## config.mk

```make
export PLATFORM = sky130hd
export DESIGN_NAME = alu_control_md
export DESIGN_NICKNAME = d
export VERILOG_FILES = /design/src/rtl/alu_ctrl_pkg.sv /design/src/rtl/md_iter.sv /design/src/rtl/alu_control_md.sv
export SDC_FILE = /design/constraint.sdc
export NUM_CORES = 1
export LEC_CHECK = 0
export CAP_MARGIN = 20
export CORE_MARGIN = 3
export CORE_UTILIZATION = 64
export DETAILED_ROUTE_END_ITERATION = 10
export GPL_TIMING_DRIVEN = 1
export PLACE_DENSITY = 0.92
export SETUP_SLACK_MARGIN = 0.15
export SYNTH_ARGS = -nofsm -noshare
export SYNTH_HDL_FRONTEND = slang
export SYNTH_SLANG_ARGS = --single-unit
export TNS_END_PERCENT = 100
```

## constraint.sdc

```tcl
create_clock -name clk -period 5.8 [get_ports clk]
set_clock_uncertainty 0.15 [all_clocks]
set_input_delay 0.58 -clock clk [delete_from_list [all_inputs] [get_ports clk]]
set_output_delay 0.58 -clock clk [all_outputs]
set_load 0.02 [all_outputs]
```

## src/rtl/alu_ctrl_pkg.sv

```systemverilog
// ---------------------------------------------------------------------------
// alu_ctrl_pkg
// Shared constants for the execute-stage ALU control and its multiply/divide
// sequencer: ALUOp classes, R-type Funct codes, I-type OpCodes, the 4-bit
// ALUSel encoding (legacy 3-bit codes keep their values) and the sequencer
// state type.
// ---------------------------------------------------------------------------
package alu_ctrl_pkg;

    // ALUOp classes from main control
    localparam logic [1:0] ALUOP_ADD   = 2'b00;
    localparam logic [1:0] ALUOP_SUB   = 2'b01;
    localparam logic [1:0] ALUOP_RTYPE = 2'b10;
    localparam logic [1:0] ALUOP_ITYPE = 2'b11;

    // R-type function field
    localparam logic [5:0] FN_SLL   = 6'b000000;
    localparam logic [5:0] FN_SRL   = 6'b000010;
    localparam logic [5:0] FN_SRA   = 6'b000011;
    localparam logic [5:0] FN_MFHI  = 6'b010000;
    localparam logic [5:0] FN_MTHI  = 6'b010001;
    localparam logic [5:0] FN_MFLO  = 6'b010010;
    localparam logic [5:0] FN_MTLO  = 6'b010011;
    localparam logic [5:0] FN_MULT  = 6'b011000;
    localparam logic [5:0] FN_MULTU = 6'b011001;
    localparam logic [5:0] FN_DIV   = 6'b011010;
    localparam logic [5:0] FN_DIVU  = 6'b011011;
    localparam logic [5:0] FN_ADD   = 6'b100000;
    localparam logic [5:0] FN_ADDU  = 6'b100001;
    localparam logic [5:0] FN_SUB   = 6'b100010;
    localparam logic [5:0] FN_SUBU  = 6'b100011;
    localparam logic [5:0] FN_AND   = 6'b100100;
    localparam logic [5:0] FN_OR    = 6'b100101;
    localparam logic [5:0] FN_XOR   = 6'b100110;
    localparam logic [5:0] FN_NOR   = 6'b100111;
    localparam logic [5:0] FN_SLT   = 6'b101010;
    localparam logic [5:0] FN_SLTU  = 6'b101011;

    // I-type opcodes that select something other than ADD
    localparam logic [5:0] OP_SLTI  = 6'b001010;
    localparam logic [5:0] OP_SLTIU = 6'b001011;
    localparam logic [5:0] OP_ANDI  = 6'b001100;
    localparam logic [5:0] OP_ORI   = 6'b001101;
    localparam logic [5:0] OP_XORI  = 6'b001110;
    localparam logic [5:0] OP_LUI   = 6'b001111;

    // ALUSel encodings
    localparam logic [3:0] SEL_ADD     = 4'b0000;
    localparam logic [3:0] SEL_SUB     = 4'b0001;
    localparam logic [3:0] SEL_AND     = 4'b0010;
    localparam logic [3:0] SEL_OR      = 4'b0011;
    localparam logic [3:0] SEL_XOR     = 4'b0100;
    localparam logic [3:0] SEL_NOR     = 4'b0101;
    localparam logic [3:0] SEL_SLTU    = 4'b0110;
    localparam logic [3:0] SEL_SLT     = 4'b0111;
    localparam logic [3:0] SEL_SLL     = 4'b1000;
    localparam logic [3:0] SEL_SRL     = 4'b1001;
    localparam logic [3:0] SEL_SRA     = 4'b1010;
    localparam logic [3:0] SEL_LUI     = 4'b1011;
    localparam logic [3:0] SEL_PASS_HI = 4'b1100;
    localparam logic [3:0] SEL_PASS_LO = 4'b1101;

    // Multiply/divide sequencer states
    typedef enum logic [1:0] {
        IDLE = 2'd0,
        MUL  = 2'd1,
        DIV  = 2'd2,
        FIX  = 2'd3
    } md_state_e;

    // True for every Funct that touches HI/LO (and so may collide with the
    // sequencer).
    function automatic logic is_md_funct(input logic [5:0] f);
        return (f == FN_MULT) || (f == FN_MULTU) || (f == FN_DIV)  ||
               (f == FN_DIVU) || (f == FN_MFHI)  || (f == FN_MTHI) ||
               (f == FN_MFLO) || (f == FN_MTLO);
    endfunction

endpackage

```

## src/rtl/md_iter.sv

```systemverilog
// ---------------------------------------------------------------------------
// md_iter
// Datapath of the iterative multiply/divide unit. Magnitudes are latched on
// start, then one radix-2 step runs per cycle while the parent holds MUL or
// DIV; fix_hi/fix_lo present the sign-corrected result for the FIX cycle.
//
// Ports
//   clk, rst_n      clock, asynchronous active-low reset
//   state           sequencer state from the parent
//   start           load operands this cycle (MULT/MULTU/DIV/DIVU accepted)
//   start_div       operation being started is a divide
//   start_signed    operation being started is signed (MULT/DIV)
//   op_a, op_b      rs / rt operands
//   fix_hi, fix_lo  sign-corrected HI/LO result, valid in FIX
// ---------------------------------------------------------------------------
module md_iter
    import alu_ctrl_pkg::*;
#(
    parameter int WIDTH = 32
) (
    input  logic             clk,
    input  logic             rst_n,
    input  md_state_e        state,
    input  logic             start,
    input  logic             start_div,
    input  logic             start_signed,
    input  logic [WIDTH-1:0] op_a,
    input  logic [WIDTH-1:0] op_b,
    output logic [WIDTH-1:0] fix_hi,
    output logic [WIDTH-1:0] fix_lo
);

    // p_hi:p_lo is the product accumulator (multiply) or remainder:quotient
    // (divide); m is the multiplicand or divisor magnitude.
    logic [WIDTH-1:0]   p_hi, p_lo, m;
    logic               neg_q, neg_r, is_div;

    logic               a_neg, b_neg, b_zero;
    logic [WIDTH-1:0]   a_mag, b_mag;
    logic [WIDTH:0]     mul_sum, div_shift;
    logic [WIDTH-1:0]   div_diff;
    logic               div_ge;
    logic [2*WIDTH-1:0] prod_neg;

    // NOTE: every always_comb output is assigned on every path (here
    // unconditionally, below via defaults first) so no latch is inferred.
    always_comb begin
        a_neg  = start_signed & op_a[WIDTH-1];
        b_neg  = start_signed & op_b[WIDTH-1];
        b_zero = start_div & (op_b == '0);
        // With a zero divisor the raw dividend must come out as the
        // remainder, so its magnitude is not taken.
        a_mag  = (a_neg & ~b_zero) ? -op_a : op_a;
        b_mag  = b_neg ? -op_b : op_b;
    end

    // Shift-add multiply step: add multiplicand when the multiplier LSB is 1.
    assign mul_sum   = {1'b0, p_hi} + (p_lo[0] ? {1'b0, m} : '0);

    // Restoring divide step: shift in the next dividend bit, subtract if it
    // fits. When it fits the difference is below m, so WIDTH bits suffice.
    assign div_shift = {p_hi, p_lo[WIDTH-1]};
    assign div_ge    = div_shift >= {1'b0, m};
    assign div_diff  = div_shift[WIDTH-1:0] - m;

    assign prod_neg  = -{p_hi, p_lo};

    always_comb begin
        fix_hi = p_hi;
        fix_lo = p_lo;
        if (is_div) begin
            if (neg_q) fix_lo = -p_lo;
            if (neg_r) fix_hi = -p_hi;
        end else if (neg_q) begin
            {fix_hi, fix_lo} = prod_neg;
        end
    end

    // NOTE: sequential state is written with non-blocking assignments so all
    // registers update together from pre-edge values.
    // NOTE: the datapath registers are reset as well; they are few and this
    // keeps HI/LO X-free if a flushed operation is ever observed.
    always_ff @(posedge clk or negedge rst_n) begin
        if (!rst_n) begin
            p_hi   <= '0;
            p_lo   <= '0;
            m      <= '0;
            neg_q  <= 1'b0;
            neg_r  <= 1'b0;
            is_div <= 1'b0;
        end else if (start) begin
            p_hi   <= '0;
            p_lo   <= start_div ? a_mag : b_mag;
            m      <= start_div ? b_mag : a_mag;
            is_div <= start_div;
            // Divide by zero bypasses sign correction entirely.
            neg_q  <= ~b_zero & (a_neg ^ b_neg);
            neg_r  <= ~b_zero & a_neg;
        end else if (state == MUL) begin
            {p_hi, p_lo} <= {mul_sum, p_lo[WIDTH-1:1]};
        end else if (state == DIV) begin
            p_hi <= div_ge ? div_diff : div_shift[WIDTH-1:0];
            p_lo <= {p_lo[WIDTH-2:0], div_ge};
        end
    end

endmodule

```

## src/rtl/alu_control_md.sv

```systemverilog
// ---------------------------------------------------------------------------
// alu_control_md
// Execute-stage ALU control: decodes ALUOp/Funct/OpCode into ALUSel and runs
// MULT/MULTU/DIV/DIVU iteratively (WIDTH steps plus a fixup cycle) into the
// HI/LO registers. Only HI/LO-class instructions stall, and only while the
// sequencer is busy.
//
// Ports
//   clk, rst_n    clock, asynchronous active-low reset
//   ALUOp         class from main control
//   Funct         R-type function field
//   OpCode        instruction opcode
//   ex_valid      execute stage holds a live instruction
//   flush         abort in-flight multiply/divide, block acceptance
//   op_a, op_b    rs / rt operands
//   ALUSel        ALU operation select (combinational)
//   stall         hold the execute stage (combinational)
//   md_busy       sequencer not idle (registered)
//   hi, lo        HI / LO registers
// ---------------------------------------------------------------------------
module alu_control_md
    import alu_ctrl_pkg::*;
#(
    parameter int WIDTH = 32,
    parameter int SEL_W = 4
) (
    input  logic             clk,
    input  logic             rst_n,
    input  logic [1:0]       ALUOp,
    input  logic [5:0]       Funct,
    input  logic [5:0]       OpCode,
    input  logic             ex_valid,
    input  logic             flush,
    input  logic [WIDTH-1:0] op_a,
    input  logic [WIDTH-1:0] op_b,
    output logic [SEL_W-1:0] ALUSel,
    output logic             stall,
    output logic             md_busy,
    output logic [WIDTH-1:0] hi,
    output logic [WIDTH-1:0] lo
);

    localparam int                CNT_W   = $clog2(WIDTH);
    localparam logic [CNT_W-1:0]  CNT_MAX = CNT_W'(WIDTH - 1);

    md_state_e        state, state_d;
    logic [CNT_W-1:0] cnt, cnt_d;
    logic             md_class, accept, f_mul, f_div, start, start_signed;
    logic [WIDTH-1:0] fix_hi, fix_lo;

    // ---------------- ALU select decode ----------------
    always_comb begin
        ALUSel = SEL_ADD;
        case (ALUOp)
            ALUOP_ADD: ALUSel = SEL_ADD;
            ALUOP_SUB: ALUSel = SEL_SUB;
            ALUOP_RTYPE: begin
                case (Funct)
                    FN_ADD, FN_ADDU: ALUSel = SEL_ADD;
                    FN_SUB, FN_SUBU: ALUSel = SEL_SUB;
                    FN_AND:          ALUSel = SEL_AND;
                    FN_OR:           ALUSel = SEL_OR;
                    FN_XOR:          ALUSel = SEL_XOR;
                    FN_NOR:          ALUSel = SEL_NOR;
                    FN_SLT:          ALUSel = SEL_SLT;
                    FN_SLTU:         ALUSel = SEL_SLTU;
                    FN_SLL:          ALUSel = SEL_SLL;
                    FN_SRL:          ALUSel = SEL_SRL;
                    FN_SRA:          ALUSel = SEL_SRA;
                    FN_MFHI:         ALUSel = SEL_PASS_HI;
                    FN_MFLO:         ALUSel = SEL_PASS_LO;
                    default:         ALUSel = SEL_ADD;
                endcase
            end
            ALUOP_ITYPE: begin
                case (OpCode)
                    OP_SLTI:  ALUSel = SEL_SLT;
                    OP_SLTIU: ALUSel = SEL_SLTU;
                    OP_ANDI:  ALUSel = SEL_AND;
                    OP_ORI:   ALUSel = SEL_OR;
                    OP_XORI:  ALUSel = SEL_XOR;
                    OP_LUI:   ALUSel = SEL_LUI;
                    default:  ALUSel = SEL_ADD;
                endcase
            end
            default: ALUSel = SEL_ADD;
        endcase
    end

    // ---------------- HI/LO class handling ----------------
    assign md_class     = (ALUOp == ALUOP_RTYPE) && is_md_funct(Funct);
    assign accept       = (state == IDLE) && ex_valid && md_class && !flush;
    assign f_mul        = (Funct == FN_MULT) || (Funct == FN_MULTU);
    assign f_div        = (Funct == FN_DIV)  || (Funct == FN_DIVU);
    assign start        = accept && (f_mul || f_div);
    assign start_signed = (Funct == FN_MULT) || (Funct == FN_DIV);

    // The accepting instruction sees md_busy low, so it is never stalled.
    assign stall = ex_valid && md_class && md_busy;

    always_comb begin
        state_d = state;
        cnt_d   = cnt;
        case (state)
            IDLE: begin
                if (start) begin
                    state_d = f_div ? DIV : MUL;
                    cnt_d   = CNT_MAX;
                end
            end
            MUL, DIV: begin
                if (flush)             state_d = IDLE;
                else if (cnt == '0)    state_d = FIX;
                else                   cnt_d   = cnt - CNT_W'(1);
            end
            FIX:     state_d = IDLE;
            default: state_d = IDLE;
        endcase
    end

    always_ff @(posedge clk or negedge rst_n) begin
        if (!rst_n) begin
            state   <= IDLE;
            cnt     <= '0;
            md_busy <= 1'b0;
        end else begin
            state   <= state_d;
            cnt     <= cnt_d;
            md_busy <= (state_d != IDLE);
        end
    end

    always_ff @(posedge clk or negedge rst_n) begin
        if (!rst_n) begin
            hi <= '0;
            lo <= '0;
        end else if (accept && (Funct == FN_MTHI)) begin
            hi <= op_a;
        end else if (accept && (Funct == FN_MTLO)) begin
            lo <= op_a;
        end else if ((state == FIX) && !flush) begin
            hi <= fix_hi;
            lo <= fix_lo;
        end
    end

    md_iter #(
        .WIDTH(WIDTH)
    ) u_md_iter (
        .clk          (clk),
        .rst_n        (rst_n),
        .state        (state),
        .start        (start),
        .start_div    (f_div),
        .start_signed (start_signed),
        .op_a         (op_a),
        .op_b         (op_b),
        .fix_hi       (fix_hi),
        .fix_lo       (fix_lo)
    );

endmodule

```

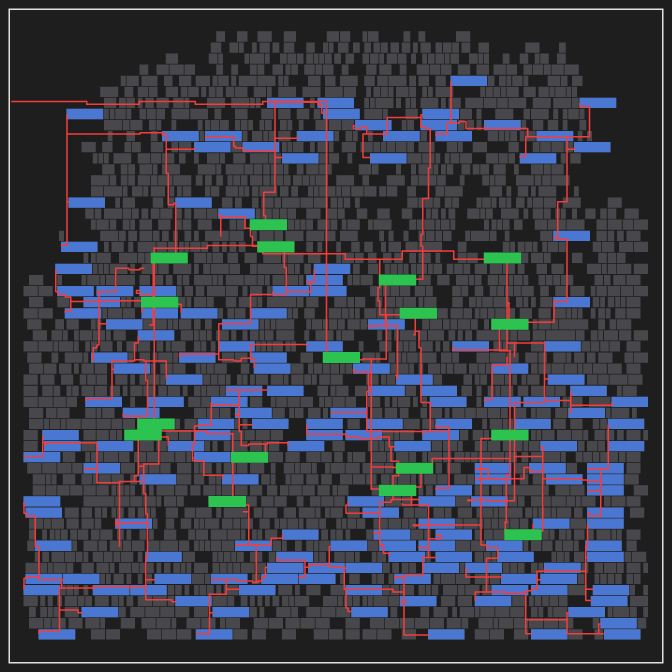
Figure 1: run 1, routed clock nets over the placement.
[blue] flip-flops | count: 171
[green] cells driving clock nets | count: 17
[red] clock wires | length: 2450 microns
flops lie: all over the die

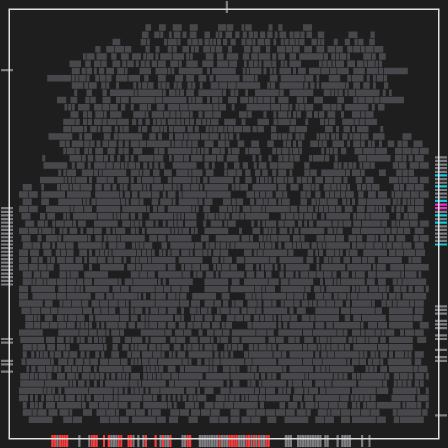
Figure 2: run 1, I/O pins on the die edge.
Pins as bars across the die edge, other pins in gray.
| color | port | pins | direction | edge |
|---|---|---|---|---|
| cyan | Funct | 6 | input | east |
| red | op_a | 32 | input | south |
| magenta | ALUOp | 2 | input | east |
all pins by edge: 86 south, 37 east, 28 west, 1 north

==> run_results.csv, run 1 <==
group,metric,value,unit
layout,nets,2176,
clock_tree,clk_path_buf_depth,2,
synthesis,synth_area,15200,sq um
worst_setup_path,r2r_cells,13,
global_routing,grt_antenna_before_repair,2,
job,maxCapViolCount,0,
route,ant_nets,0,
route,met2WireLength,24.0,mm
worst_setup_path,critPathArrivalTime,5050,ps
sta,slew_headroom,29.1,%
sta,period_used_share,83.4,%
power,p_per_area,416,nW/um^2
synthesis,synthCells,1951,
synthesis,yosysTopAreaCell,"dfrtp_1",
layout,syn_to_final_growth,14.9,%
worst_setup_path,crit_fanout,28,
power,internal_power,3.63,mW
worst_setup_path,path_class,"flip-flop to flip-flop",
worst_setup_path,crit_end,"u_md_iter.p_hi[30]",
synthesis,ys_area,15200,sq um
global_routing,track_usage,41.2,%
layout,drive_above_1_share,4.13,%
worst_setup_path,startpoint_type,"flip-flop",
clock_tree,cts_hold_buf,0,
clock_tree,cts.clk_slew.worst_paths,90,ps
route,first_iter_violations,2806,
floorplan,die-area,25700,sq um
global_routing,met1_usage,53.7,%
synthesis,ff_type,"dfrtp_1",
worst_setup_path,crit_start,"u_md_iter.p_lo[0]",
power,comb_power_share,55.3,%
clock_tree,cts_tree,"built",
floorplan,row_count,55,
floorplan,io_pins,152,
clock_tree,cts_resized,0,
synthesis,ys_seq_share,28.1,%
synthesis,post-synth-top-area-fraction,28.1,%
synthesis,synthXorXnorAreaFrac,9.73,%
synthesis,synthArstFlopShare,100,%
status,status,"finished clean",
sta,fmax,0.207,GHz
global_routing,top_usage_layer,"met2",
worst_setup_path,rrSetupSlack,960,ps
clock_tree,htree_levels,4,
power,clock_power_share,16.4,%
clock_tree,cts.sinks,171,
synthesis,aoi_share,26.7,%
sta,rsz0062_at_grt,"false",
synthesis,top_logic_kind,"AND-OR/OR-AND gates",
place,gp_congestion,1.05,
power,seqPwrFrac,28.3,%
worst_setup_path,rr_startpoint,"u_md_iter.p_lo[0]",
global_routing,grt_pass1_vias,15600,
synthesis,fp_nets,2108,
floorplan,fp-utilization,66.2,%
route,routed_wl,55.0,mm
route,wl_met1,19.5,mm
synthesis,yosys_warnings,0,
clock_tree,cts_root_buffer,"clkbuf_16",
worst_setup_path,required,6020,ps
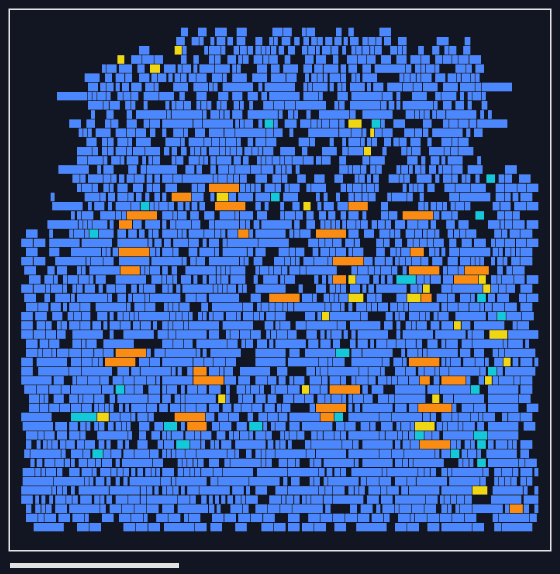
Figure 3: run 1, cells by drive strength.
Bar = 50 microns.
| color | size | cells | most used |
|---|---|---|---|
| blue | drive 1 or less | 1948 | nand2_1 |
| cyan | drive 3 to 4 | 25 | buf_4 |
| orange | drive 6 and up | 34 | clkbuf_16 |
| yellow | drive 2 | 25 | or2_2 |

==> run 1: critical path, stage by stage, from the launching register on <==
cell and delay (ps):
dfrtp_1 480, inv_1 280, buf_4 380, nor2_1 80, ha_1 250, a2111oi_0 600
o21ai_0 440, and4_1 350, o21a_1 230, o31ai_1 370, a21boi_0 200, o21ai_0 560
mux2i_1 170, a211oi_1 230
==> run 1: stage by stage <==
stage | util, % | hold slack [ps] | cells | setup slack (ps) | area [sq um]
after floorplan | - | 134 | 1951 | 2350 | 15200
after global placement | 73.1 | 326 | 2309 | 1310 | 16800
after detailed placement | 73.1 | 324 | 2309 | 1000 | 16800
after CTS | 75.7 | 75.5 | 2341 | 1190 | 17400
after global routing | 76.1 | 104 | 2345 | 701 | 17500
final | 76.1 | 47.1 | 2345 | 963 | 17500
==> run 1: layout make-up <==
class / instances / area [sq um]
multi-input cells: 1589 / 10200
clock inverters: 15 / 171
fillers: 1615 / 5500
flip-flops and latches: 171 / 4280
inverters: 70 / 263
clock buffers: 17 / 425
well taps: 313 / 392
repair buffers: 170 / 1710
==> run 1: flip-flops by register name, indices dropped and copies added, names as in the netlist <==
name / count
lo: 32
u_md_iter.p_hi: 32
state: 2
u_md_iter.neg_q: 1
hi: 32
u_md_iter.m: 32
u_md_iter.is_div: 1
u_md_iter.p_lo: 32
cnt: 5
md_busy: 1
u_md_iter.neg_r: 1
==> run 1: power groups by stage <==
stage | Clock [mW] | Combinational, mW | Sequential, mW
after floorplan | 0 | 2.91 | 1.79
after global placement | 0 | 3.72 | 2.02
after detailed placement | 0 | 3.84 | 2.03
after CTS | 1.18 | 3.88 | 2.01
after global routing | 1.23 | 4.34 | 2.07
final | 1.19 | 4.02 | 2.06
## Run 2: what changed since run 1
--- a/config.mk
+++ b/config.mk
@@ -7,10 +7,10 @@
 export LEC_CHECK = 0
 export CAP_MARGIN = 20
 export CORE_MARGIN = 3
-export CORE_UTILIZATION = 64
+export CORE_UTILIZATION = 59
 export DETAILED_ROUTE_END_ITERATION = 10
 export GPL_TIMING_DRIVEN = 1
-export PLACE_DENSITY = 0.92
+export PLACE_DENSITY = 0.86
 export SETUP_SLACK_MARGIN = 0.15
 export SYNTH_ARGS = -nofsm -noshare
 export SYNTH_HDL_FRONTEND = slang
==> constraint.sdc (replaced) <==
create_clock -name clk -period 4.7 [get_ports clk]
set_clock_uncertainty 0.15 [all_clocks]
set_input_delay 0.47 -clock clk [delete_from_list [all_inputs] [get_ports clk]]
set_output_delay 0.47 -clock clk [all_outputs]
set_load 0.02 [all_outputs]
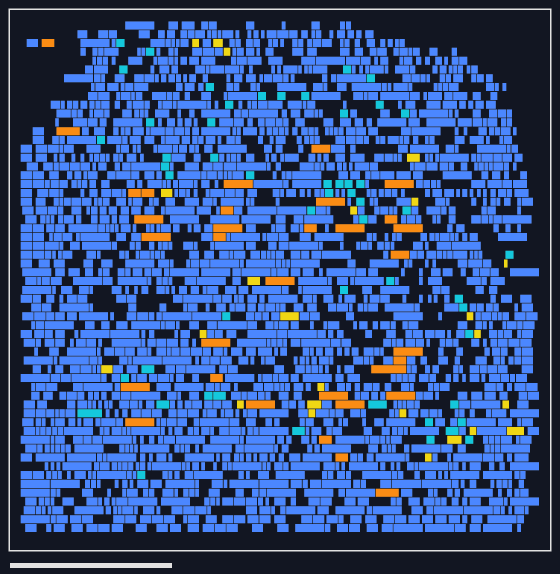
Figure 4: run 2, cells by drive strength.
Bar = 50 microns.
| color | size | cells | most used |
|---|---|---|---|
| cyan | drive 3 to 4 | 53 | buf_4 |
| blue | drive 1 or less | 1950 | nand2_1 |
| orange | drive 6 and up | 33 | clkbuf_16 |
| yellow | drive 2 | 24 | or2_2 |

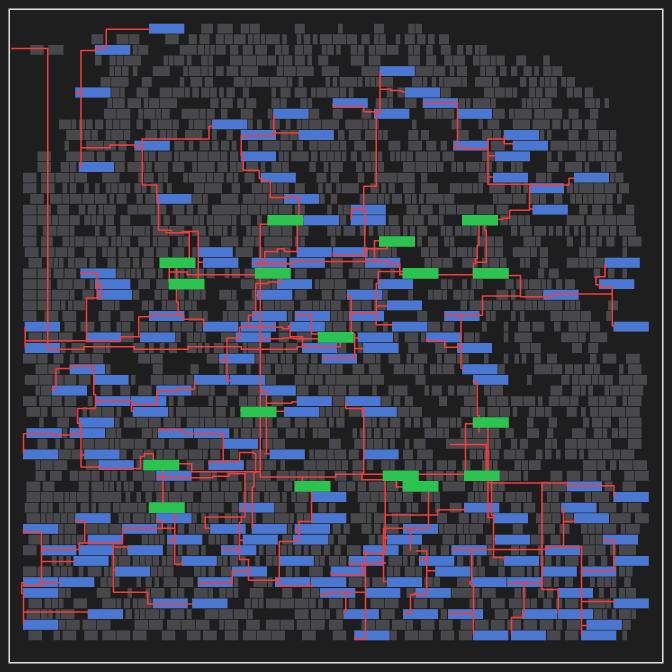
Figure 5: run 2, routed clock nets over the placement.
[green] cells driving clock nets | count: 17
[red] clock wires | length: 2430 microns
[blue] flip-flops | count: 171
routed clock nets: 18

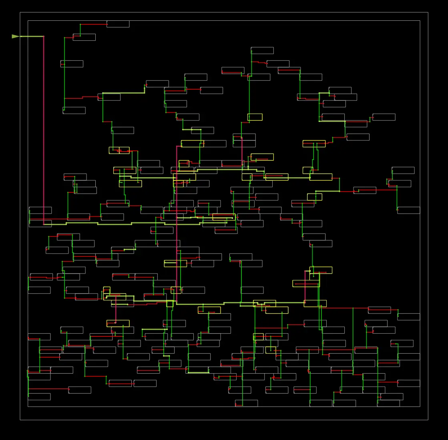
Figure 6: run 2, the clock network.
Clock group: 1.53 mW
Num CTS Buffers: 17

==> run 2 against run 1 <==
Clock power up 29%; critical path depth down 4; combinational power up 34%; critical path type unchanged; highest routed layer is now met4.
==> run_results.csv, run 2 <==
group,metric,value,unit
sta,period_used_share,87.9,%
synthesis,ys_area,15200,sq um
synthesis,yosys_warnings,0,
synthesis,ys_seq_share,28.1,%
worst_setup_path,r2r_cells,9,
worst_setup_path,crit_fanout,8,
worst_setup_path,path_class,"flip-flop to flip-flop",
floorplan,row_count,58,
worst_setup_path,required,4920,ps
sta,fmax,0.242,GHz
sta,setup_viol,0,
worst_setup_path,startpoint_type,"flip-flop",
global_routing,grt_pass1_vias,15700,
sta,setup_ws,569,ps
synthesis,synthArstFlopShare,100,%
floorplan,io_pins,152,
layout,fin_util,70.1,%
floorplan,die-area,27800,sq um
layout,final-instance-count-excl-fill,2390,
layout,antennaDiodeCount,0,
clock_tree,cts_tree,"built",
route,wire_per_inst,24.1,microns
synthesis,synth.area.top_cells,"dfrtp_1 28%, ha_1 6.0%, nand2_1 5.8%",
layout,syn_to_final_growth,16.4,%
route,drt-vias-per-instance,6.97,
worst_setup_path,rr_startpoint,"u_md_iter.p_lo[6]",
route,drtPass1Iterations,9,
power,internal_power,4.68,mW
clock_tree,cts_hold_buf,1,
worst_setup_path,crit_start,"u_md_iter.p_lo[6]",
synthesis,ff_type,"dfrtp_1",
synthesis,yosysTopAreaCell,"dfrtp_1",
power,worst_ir_drop_vdd,0.626,mV
global_routing,grt_overflow,0,
power,comb_power_share,57.8,%
clock_tree,cts_root_buffer,"clkbuf_16",
floorplan,fp-utilization,60.3,%
synthesis,syn_avg_cell_area,7.80,sq um
clock_tree,post_cts_buffers,0,
synthesis,synth_top_cell_by_count,"nand2_1",
global_routing,grt_antenna_before_repair,0,
place,place_ws,706,ps
status,status,"finished clean",
global_routing,track_usage,40.3,%
clock_tree,htree_levels,4,
floorplan,fp.dieW,167,microns
min_path,hp-class,"flip-flop to flip-flop",
sta,tightest_slew,1050,ps
power,p_per_area,526,nW/um^2
clock_tree,cts.clk_slew.worst_paths,80,ps
power,power.switching,4.63,mW
route,routed_wl,57.7,mm
clock_tree,clk_path_buf_depth,2,
layout,num-fill-cells,2046,
synthesis,synth_flops,171,
job,maxCapViolCount,0,
layout,layout_top_cells,"234 x nand2_1, 183 x nor2_1, 171 x dfrtp_1",
place,dpl.cell_count,2357,
route,ant_nets,0,
clock_tree,cts_resized,0,
synthesis,synth_area,15200,sq um
route,first_iter_violations,2083,
sta,slew_headroom,29.4,%
sta,rsz0062_at_grt,"false",
worst_setup_path,crit_end,"hi[23]",
worst_setup_path,rrSetupSlack,570,ps
power,seqPwrFrac,25.7,%
route,drc,0,
clock_tree,cts.sinks,171,
layout,lay_top_count,"nand2_1",
synthesis,common_cells,"237 x nand2_1, 185 x nor2_1, 171 x dfrtp_1, 148 x a21oi_1, 147 x o21ai_0",
worst_setup_path,critPathArrivalTime,4350,ps
sta,min_period,4130,ps
worst_setup_path,r2r-end,"hi[23]",
synthesis,synthCells,1951,
layout,nets,2204,
global_routing,grt_max_degree,100,
synthesis,post-synth-top-area-fraction,28.1,%
synthesis,fp_nets,2108,
power,clock_power_share,16.4,%
place,gp_congestion,1.03,
layout,drive_above_1_share,5.34,%
global_routing,grt_pass1_wl,89.7,mm
[run 2: cell counts after synthesis]
No cell type changed its count.
[run 2: per-layer routing]
layer	vias to the layer above	part of all wire [%]	global-route usage, %	wire length [microns]
met1	7874	39	53.7	22300
met4	0	6.9	21.0	3970
met2	1193	43	61.9	25100
li1	7329	-	-	-
met3	265	11	8.95	6320
met5	-	0	0	0
[run 2: metrics by stage]
stage                     power [mW]  instance area [sq um]  hold slack (ps)
final                           9.31                  17700              353
after global routing            9.83                  17700              378
after CTS                       9.11                  17700              349
after detailed placement        7.57                  17100              328
after global placement          7.46                  17100              326
after floorplan                 5.81                  15200             24.4
[run 2: cell families (layout without fill, tap and decap cells)]
family,after synthesis,count (layout),share of synthesized area [%]
flops,171,171,28.1
mux,52,52,3.44
simple gates,674,674,21.0
xor+xnor,169,169,9.73
buf+inv,191,300,4.74
fa+ha+maj,75,75,6.27
compound gates,619,619,26.7
[run 2: power by group through the flow]
stage	Clock (mW)	Combinational, mW	Sequential (mW)
2_1_floorplan	0	3.60	2.21
3_3_place_gp	0	5.10	2.36
3_5_place_dp	0	5.20	2.37
4_1_cts	1.52	5.23	2.35
5_1_grt	1.58	5.83	2.41
6_report	1.53	5.39	2.40
[run 2: critical path: stages (launching register included)]
cell	delay (ps)
dfrtp_1	440
or4_1	640
nor4_1	600
nand4_1	370
nor4_2	820
nor3_1	350
a21oi_1	240
xnor2_1	170
nand2_1	90
a31oi_1	190
[run 2: layout make-up]
cell class | count | area, sq um | area share, %
Multi-Input combinational cell | 1589 | 10200 | 57.8
Sequential cell | 171 | 4280 | 24.2
Timing Repair Buffer | 198 | 1890 | 10.7
Tap cell | 330 | 413 | 2.33
Clock inverter | 15 | 190 | 1.07
Clock buffer | 17 | 425 | 2.40
Inverter | 70 | 263 | 1.48
No activity file was given, so power comes from the tool's default toggle rates.
